==> src/rtl/btb_predictor.sv <==
// ---------------------------------------------------------------------------
// btb_predictor
//
// Fetch-stage branch predictor. Holds the registered fetch PC and predicts
// the next PC from an NWAYS-way set-associative branch target buffer. Each
// BTB entry has a valid bit, a tag, a target and a saturating direction
// counter. Each set has a round-robin replacement pointer. Resolved branches
// from execute train the BTB. A misprediction redirects fetch to the correct
// PC on the next cycle and bumps a saturating 16-bit mispredict counter.
//
// Ports
//   clk               in   clock, rising edge
//   reset_n           in   synchronous, active-low reset
//   i_stall           in   hold fetch PC (ignored during a redirect)
//   o_pc              out  registered fetch PC
//   o_btb_hit         out  valid tag match for o_pc in its set
//   o_pred_taken      out  hit and MSB of the matching direction counter
//   o_pred_target     out  matching target on a hit, else 0
//   i_upd_valid       in   execute resolved a branch this cycle
//   i_upd_pc          in   resolved branch PC
//   i_upd_target      in   resolved taken target
//   i_upd_taken       in   actual outcome
//   i_upd_pred_taken  in   direction predicted for this branch
//   i_upd_pred_target in   target predicted for this branch
//   o_mispredict      out  combinational redirect flag
//   o_mispredict_cnt  out  saturating mispredict count
// ---------------------------------------------------------------------------
module btb_predictor #(
    parameter int              NSETS    = 16,
    parameter int              NWAYS    = 2,
    parameter int              PC_W     = 16,
    parameter int              CNT_W    = 2,
    parameter logic [PC_W-1:0] RESET_PC = '0
) (
    input  logic            clk,
    input  logic            reset_n,
    input  logic            i_stall,
    output logic [PC_W-1:0] o_pc,
    output logic            o_btb_hit,
    output logic            o_pred_taken,
    output logic [PC_W-1:0] o_pred_target,
    input  logic            i_upd_valid,
    input  logic [PC_W-1:0] i_upd_pc,
    input  logic [PC_W-1:0] i_upd_target,
    input  logic            i_upd_taken,
    input  logic            i_upd_pred_taken,
    input  logic [PC_W-1:0] i_upd_pred_target,
    output logic            o_mispredict,
    output logic [15:0]     o_mispredict_cnt
);

    localparam int IDX_W = $clog2(NSETS);
    localparam int TAG_W = PC_W - IDX_W;
    localparam int WAY_W = (NWAYS > 1) ? $clog2(NWAYS) : 1;

    // New allocations start weakly taken: MSB set, remaining bits clear.
    localparam logic [CNT_W-1:0] WEAK_TAKEN = {1'b1, {(CNT_W-1){1'b0}}};

    function automatic logic [CNT_W-1:0] sat_inc(input logic [CNT_W-1:0] c);
        return (c == {CNT_W{1'b1}}) ? c : c + CNT_W'(1);
    endfunction

    function automatic logic [CNT_W-1:0] sat_dec(input logic [CNT_W-1:0] c);
        return (c == '0) ? c : c - CNT_W'(1);
    endfunction

    // BTB state
    logic             r_valid  [NSETS][NWAYS];
    logic [TAG_W-1:0] r_tag    [NSETS][NWAYS];
    logic [PC_W-1:0]  r_target [NSETS][NWAYS];
    logic [CNT_W-1:0] r_cnt    [NSETS][NWAYS];
    logic [WAY_W-1:0] r_rr     [NSETS];

    logic [PC_W-1:0]  r_pc;
    logic [15:0]      r_mp_cnt;

    // ---- fetch-side lookup ----
    logic [IDX_W-1:0] w_idx;
    logic [TAG_W-1:0] w_tag;
    logic             w_hit;
    logic [WAY_W-1:0] w_hit_way;

    assign w_idx = r_pc[IDX_W-1:0];
    assign w_tag = r_pc[PC_W-1:IDX_W];

    // Scan from the top way down so that the lowest matching way wins.
    always_comb begin
        w_hit     = 1'b0;
        w_hit_way = '0;
        for (int w = NWAYS - 1; w >= 0; w--) begin
            if (r_valid[w_idx][w] && (r_tag[w_idx][w] == w_tag)) begin
                w_hit     = 1'b1;
                w_hit_way = WAY_W'(w);
            end
        end
    end

    assign o_btb_hit     = w_hit;
    assign o_pred_taken  = w_hit && r_cnt[w_idx][w_hit_way][CNT_W-1];
    assign o_pred_target = w_hit ? r_target[w_idx][w_hit_way] : '0;

    // ---- update-side lookup and victim selection ----
    logic [IDX_W-1:0] w_u_idx;
    logic [TAG_W-1:0] w_u_tag;
    logic             w_u_hit;
    logic [WAY_W-1:0] w_u_hit_way;
    logic             w_u_has_inv;
    logic [WAY_W-1:0] w_u_inv_way;
    logic [WAY_W-1:0] w_u_victim;
    logic [WAY_W-1:0] w_u_rr_next;

    assign w_u_idx = i_upd_pc[IDX_W-1:0];
    assign w_u_tag = i_upd_pc[PC_W-1:IDX_W];

    always_comb begin
        w_u_hit     = 1'b0;
        w_u_hit_way = '0;
        w_u_has_inv = 1'b0;
        w_u_inv_way = '0;
        for (int w = NWAYS - 1; w >= 0; w--) begin
            if (r_valid[w_u_idx][w] && (r_tag[w_u_idx][w] == w_u_tag)) begin
                w_u_hit     = 1'b1;
                w_u_hit_way = WAY_W'(w);
            end
            if (!r_valid[w_u_idx][w]) begin
                w_u_has_inv = 1'b1;
                w_u_inv_way = WAY_W'(w);
            end
        end
    end

    // Invalid ways are filled first; the round-robin pointer only moves
    // when a valid entry has to be evicted.
    assign w_u_victim  = w_u_has_inv ? w_u_inv_way : r_rr[w_u_idx];
    assign w_u_rr_next = (r_rr[w_u_idx] == WAY_W'(NWAYS - 1)) ? '0
                                                              : r_rr[w_u_idx] + WAY_W'(1);

    // ---- misprediction and next PC ----
    logic [PC_W-1:0] w_correct_pc;
    logic [PC_W-1:0] w_next_pc;

    assign o_mispredict = i_upd_valid &&
                          ((i_upd_taken != i_upd_pred_taken) ||
                           (i_upd_taken && (i_upd_target != i_upd_pred_target)));

    assign w_correct_pc = i_upd_taken ? i_upd_target : i_upd_pc + PC_W'(1);

    always_comb begin
        if (o_mispredict)
            w_next_pc = w_correct_pc;
        else if (i_stall)
            w_next_pc = r_pc;
        else if (o_pred_taken)
            w_next_pc = o_pred_target;
        else
            w_next_pc = r_pc + PC_W'(1);
    end

    always_ff @(posedge clk) begin
        if (!reset_n) begin
            r_pc     <= RESET_PC;
            r_mp_cnt <= '0;
        end else begin
            r_pc <= w_next_pc;
            if (o_mispredict && (r_mp_cnt != 16'hFFFF))
                r_mp_cnt <= r_mp_cnt + 16'd1;
        end
    end

    assign o_pc             = r_pc;
    assign o_mispredict_cnt = r_mp_cnt;

    // ---- BTB training ----
    always_ff @(posedge clk) begin
        if (!reset_n) begin
            for (int s = 0; s < NSETS; s++) begin
                r_rr[s] <= '0;
                for (int w = 0; w < NWAYS; w++) begin
                    r_valid[s][w]  <= 1'b0;
                    r_tag[s][w]    <= '0;
                    r_target[s][w] <= '0;
                    r_cnt[s][w]    <= '0;
                end
            end
        end else if (i_upd_valid) begin
            if (w_u_hit) begin
                if (i_upd_taken) begin
                    r_cnt[w_u_idx][w_u_hit_way]    <= sat_inc(r_cnt[w_u_idx][w_u_hit_way]);
                    r_target[w_u_idx][w_u_hit_way] <= i_upd_target;
                end else begin
                    r_cnt[w_u_idx][w_u_hit_way]    <= sat_dec(r_cnt[w_u_idx][w_u_hit_way]);
                end
            end else if (i_upd_taken) begin
                r_valid[w_u_idx][w_u_victim]  <= 1'b1;
                r_tag[w_u_idx][w_u_victim]    <= w_u_tag;
                r_target[w_u_idx][w_u_victim] <= i_upd_target;
                r_cnt[w_u_idx][w_u_victim]    <= WEAK_TAKEN;
                if (!w_u_has_inv)
                    r_rr[w_u_idx] <= w_u_rr_next;
            end
        end
    end

endmodule

==> config.mk <==
export PLATFORM = sky130hd
export DESIGN_NAME = btb_predictor
export DESIGN_NICKNAME = d
export VERILOG_FILES = /design/src/rtl/btb_predictor.sv
export SDC_FILE = /design/constraint.sdc
export NUM_CORES = 2
export LEC_CHECK = 0
export ABC_AREA = 1
export CAP_MARGIN = 20
export CORE_ASPECT_RATIO = 0.9
export CORE_UTILIZATION = 35
export DETAILED_ROUTE_END_ITERATION = 8
export GPL_ROUTABILITY_DRIVEN = 0
export SLEW_MARGIN = 10
export SYNTH_ARGS = -nofsm -noshare
export SYNTH_HDL_FRONTEND = slang
export SYNTH_SLANG_ARGS = --single-unit
==> constraint.sdc <==
create_clock -name clk -period 3.85 [get_ports clk]
set_input_delay 0.385 -clock clk [delete_from_list [all_inputs] [get_ports clk]]
set_output_delay 0.385 -clock clk [all_outputs]
set_load 0.01 [all_outputs]
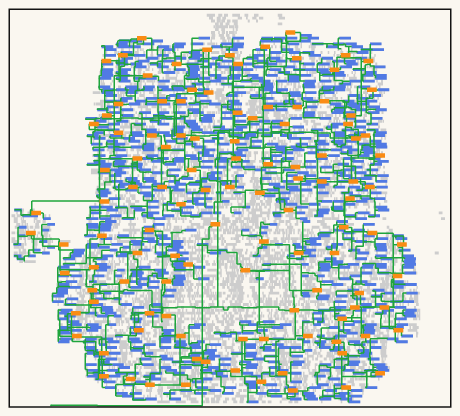
clock_wires.png
[orange] clock-net drivers | count: 114
[green] clock wires | length: 13900 microns
[blue] flip-flops | count: 1044
routed clock nets	115

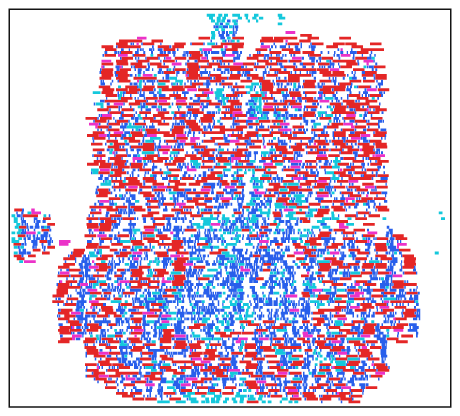
class_map.png
color	class	cells	share of their area
cyan	remaining buffers and delay cells	669	11%
red	registers	1044	47%
magenta	clock drivers and dummy loads	213	5.7%
blue	remaining logic cells	4775	35%
Core Region: 154000 sq um
Rows: 136
flop share of the area: 45.6%
fin util: 43.6%

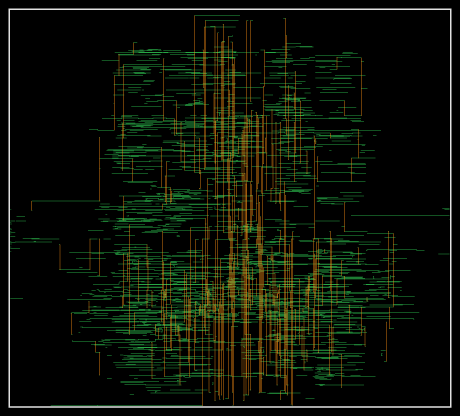
layers.png
Two of the layers only.
color	layer	wire length
green	M3	25.3 mm
orange	M4	13300 microns
via count: 49400
wire per inst: 24.0 microns

==> changes_impl.md <==
### Physical design

* Status: complete, but fails checks
* Failing checks: design-rule violations, negative setup slack
* Flop count at 1044
* Comb_multi_in at 4371
* Synthesis Warnings at 0
* FF-to-FF path depth at 26
* Grt met1 use at between 30% and 40%
* Power density over the cells at 432 nW/um^2
* Cts bufs inserted at 114
* Rel. slew slack at around 16%
* Largest registers: r_target (512), r_tag (384), r_cnt (64)
* Clock power frac at 38.1%
* Crit path largest cell delay at ~0.37 ns
* Dominant logic cell types in the final layout: nand2_1, nor2_1, edfxtp_1
* Gr ovfl total at 0
* Buf/Inv on CP at 6
* Synth Net Count at 6378
* Hold EP: o_pc[7]$_SDFFE_PN0N_
* Min Hold Slack at 0.337 ns
* Biggest register: r_target
* Worst-path clk slew at 0.07 ns
* Routed vias/inst at 5.63
* CP max stage cell: dfxtp_4
* Number of clock buffers in the layout at 165
* Avg Synthesized Cell Area at 8.62 sq um
* CP top delay family: simple AND/OR/NAND/NOR gates
* Tool warnings at 35
* End point of the critical path: o_pred_target[13]
* Max reg flops at 512
* Total Nets Final at 6664
* Asr flop ratio synth at 0%
* Crit-path cells: buf_12 > buf_12 > buf_16 > or2_2 > nand3_2 > nand3_4 > nand3_4 > nand2_2 > nand2_2 > nand2_2 > nor2_2 > nand3_2 > nor2_4 > nand2_8 > buf_6 > o21ai_2 > buf_6 > buf_6
* # Cells Yosys at 6318
* Period utilisation layout at 106%
* Die Ht at 376 microns
* VDD IR-drop max at 374 uV
* Worst R2R End: o_pc[11]$_SDFFE_PN0N_
* Tap cell count at 2070
* DP Area at 61100 sq um
* TritonCTS Sinks at 1044
* CTS tree: yes
* # setup viols final at 19
* Antenna diodes at 0
* Reg2Reg Setup Slack at -0.20 ns
* Overall Power at just under 0.03 W
* GRT Max-Usage Layer: met2
* Area fraction in xor and xnor cells at 0.450%
* Commonest Layout Cell: nand2_1
* Post-Syn Instances at 6318
* Aoi share at between 10% and 20%
* Combinational Power Share at 17.3%
* Flops out of synthesis at between 1000 and 1500
* Leakage at ~27 nW
* Ys flop type: edfxtp_1
* I/O pins at 105
* Antenna Nets Post-Route at 0
* Final hold vios at 0
* Seq share, synth at between 50% and 60%
* DRC at 2
* Final wirelength at around 210000 microns
* Cell count along the critical path at 18
* Critical Path Source Type: flop
* RSZ-0062 raised after global routing: true
* Final setup skew at 0.0425 ns
* Distinct lib cells at roughly 56
* WP data arrival at between 3 and 4 ns
* Chip Area at around 160000 sq um
* Die Wd at 418 microns
* HP Class: in -> reg
* Dominant class by area: sequential cells
* Min-delay src: reset_n
* FP Core Util at 35.5%
* Cell area after synthesis at about 54000 sq um
* Clock root cell: clkbuf_16
* Dpl cells at around 8500
* PnR worst setup slack at -0.222 ns
* Area share, top type at 52.9%
* Slew Viols, Final at 0
* Antenna violations before repair at 6
* Count of library flops with an enable pin at approximately 960
* Yosys adder share at 0.138%
* IO Port Bufs at ~100
* Clk Latency, worst-skew pair at 0.77 ns
* Non-clock buffer count in the final layout at between 600 and 700
* Fraction of layout instances using a drive strength above 1 at 15.4%
* Total of max-cap violations at 0
* Crit path time final at 4.07 ns
* First-pass GRT wire length at 305000 microns
* Comb/total area at roughly a third
* GRT met2 Usage at 38.4%
* P&R area growth vs syn at 22.9%
* Largest net degree at the start of global routing at 139
* Max clock buf depth at 3
* Clock-cell share at approximately 5.5%
* Post-synth area from yosys stat at 54500 sq um
* Total Neg Setup Slack at -3.43 ns
* Reg area at just over 30000 sq um
* Pre-Repair DR Iteration Count at 9
* Top non-seq family: simple AND/OR/NAND/NOR gates
* Fin cells at 8771
* Sw Pwr at 0.00833 W
* Sequential Power Share at 44.6%
* Simple-gate share of the synthesized area at about a quarter
* CTS HTree Levels at 3
* WP data required at 3.46 ns
* Synth area leaders: edfxtp_1, nand2_1, nor2_1, a21oi_1, nand3_1
layer usage:
layer / wire length, microns / share of wire, %
met5: 0 / 0
met4: 13300 / 6.3
met3: 25300 / 12
met2: 90100 / 43
met1: 82200 / 39
power by group through the flow:
| stage | Combinational (W) | Clock, W | Sequential, W |
|---|---|---|---|
| 6_report | 0.00501 | 0.0110 | 0.0129 |
| 5_1_grt | 0.00526 | 0.0115 | 0.0129 |
| 4_1_cts | 0.00470 | 0.0111 | 0.0129 |
| 3_5_place_dp | 0.00437 | 0 | 0.0131 |
| 3_3_place_gp | 0.00435 | 0 | 0.0131 |
| 2_1_floorplan | 0.00240 | 0 | 0.0131 |
what timing repair did:
action | in CTS | in global routing
cloned | 17 | 4
pin swaps | 54 | 63
gates resized | 240 | 129
hold buffers | 0 | 0
endpoints found under the setup margin | 18 | 19
buffers inserted | 31 | 8
synthesized netlist by cell type, types with 4 or more instances:
library cell  number
a211o_1            4
a21oi_1          411
a221o_1           24
a221oi_1          72
a22o_1             4
a32o_1            20
buf_1             24
buf_2            212
buf_4             32
buf_6             15
clkbuf_1         215
clkinv_1          16
dfxtp_1           84
edfxtp_1         960
ha_1               6
inv_1            377
inv_2             11
nand2_1         1485
nand2_2           16
nand2_4           11
nand3_1          392
nand3b_1          11
nand4_1           40
nor2_1          1217
nor2_2             4
nor3_1            23
o211ai_1         201
o21ai_0          237
o21ai_1           47
o221ai_1           5
o22ai_1           15
o31ai_1            7
or2_2             47
or3_1             13
xnor2_1            6
xor2_1            22
cell families (layout without fill, tap and decap cells):
| family | after synthesis | after routing |
|---|---|---|
| compound gates | 1062 | 1062 |
| xor+xnor | 28 | 28 |
| fa+ha+maj | 6 | 6 |
| buf+inv | 903 | 1286 |
| flops | 1044 | 1044 |
| simple gates | 3275 | 3275 |
Power is estimated from default activity; no workload was simulated.
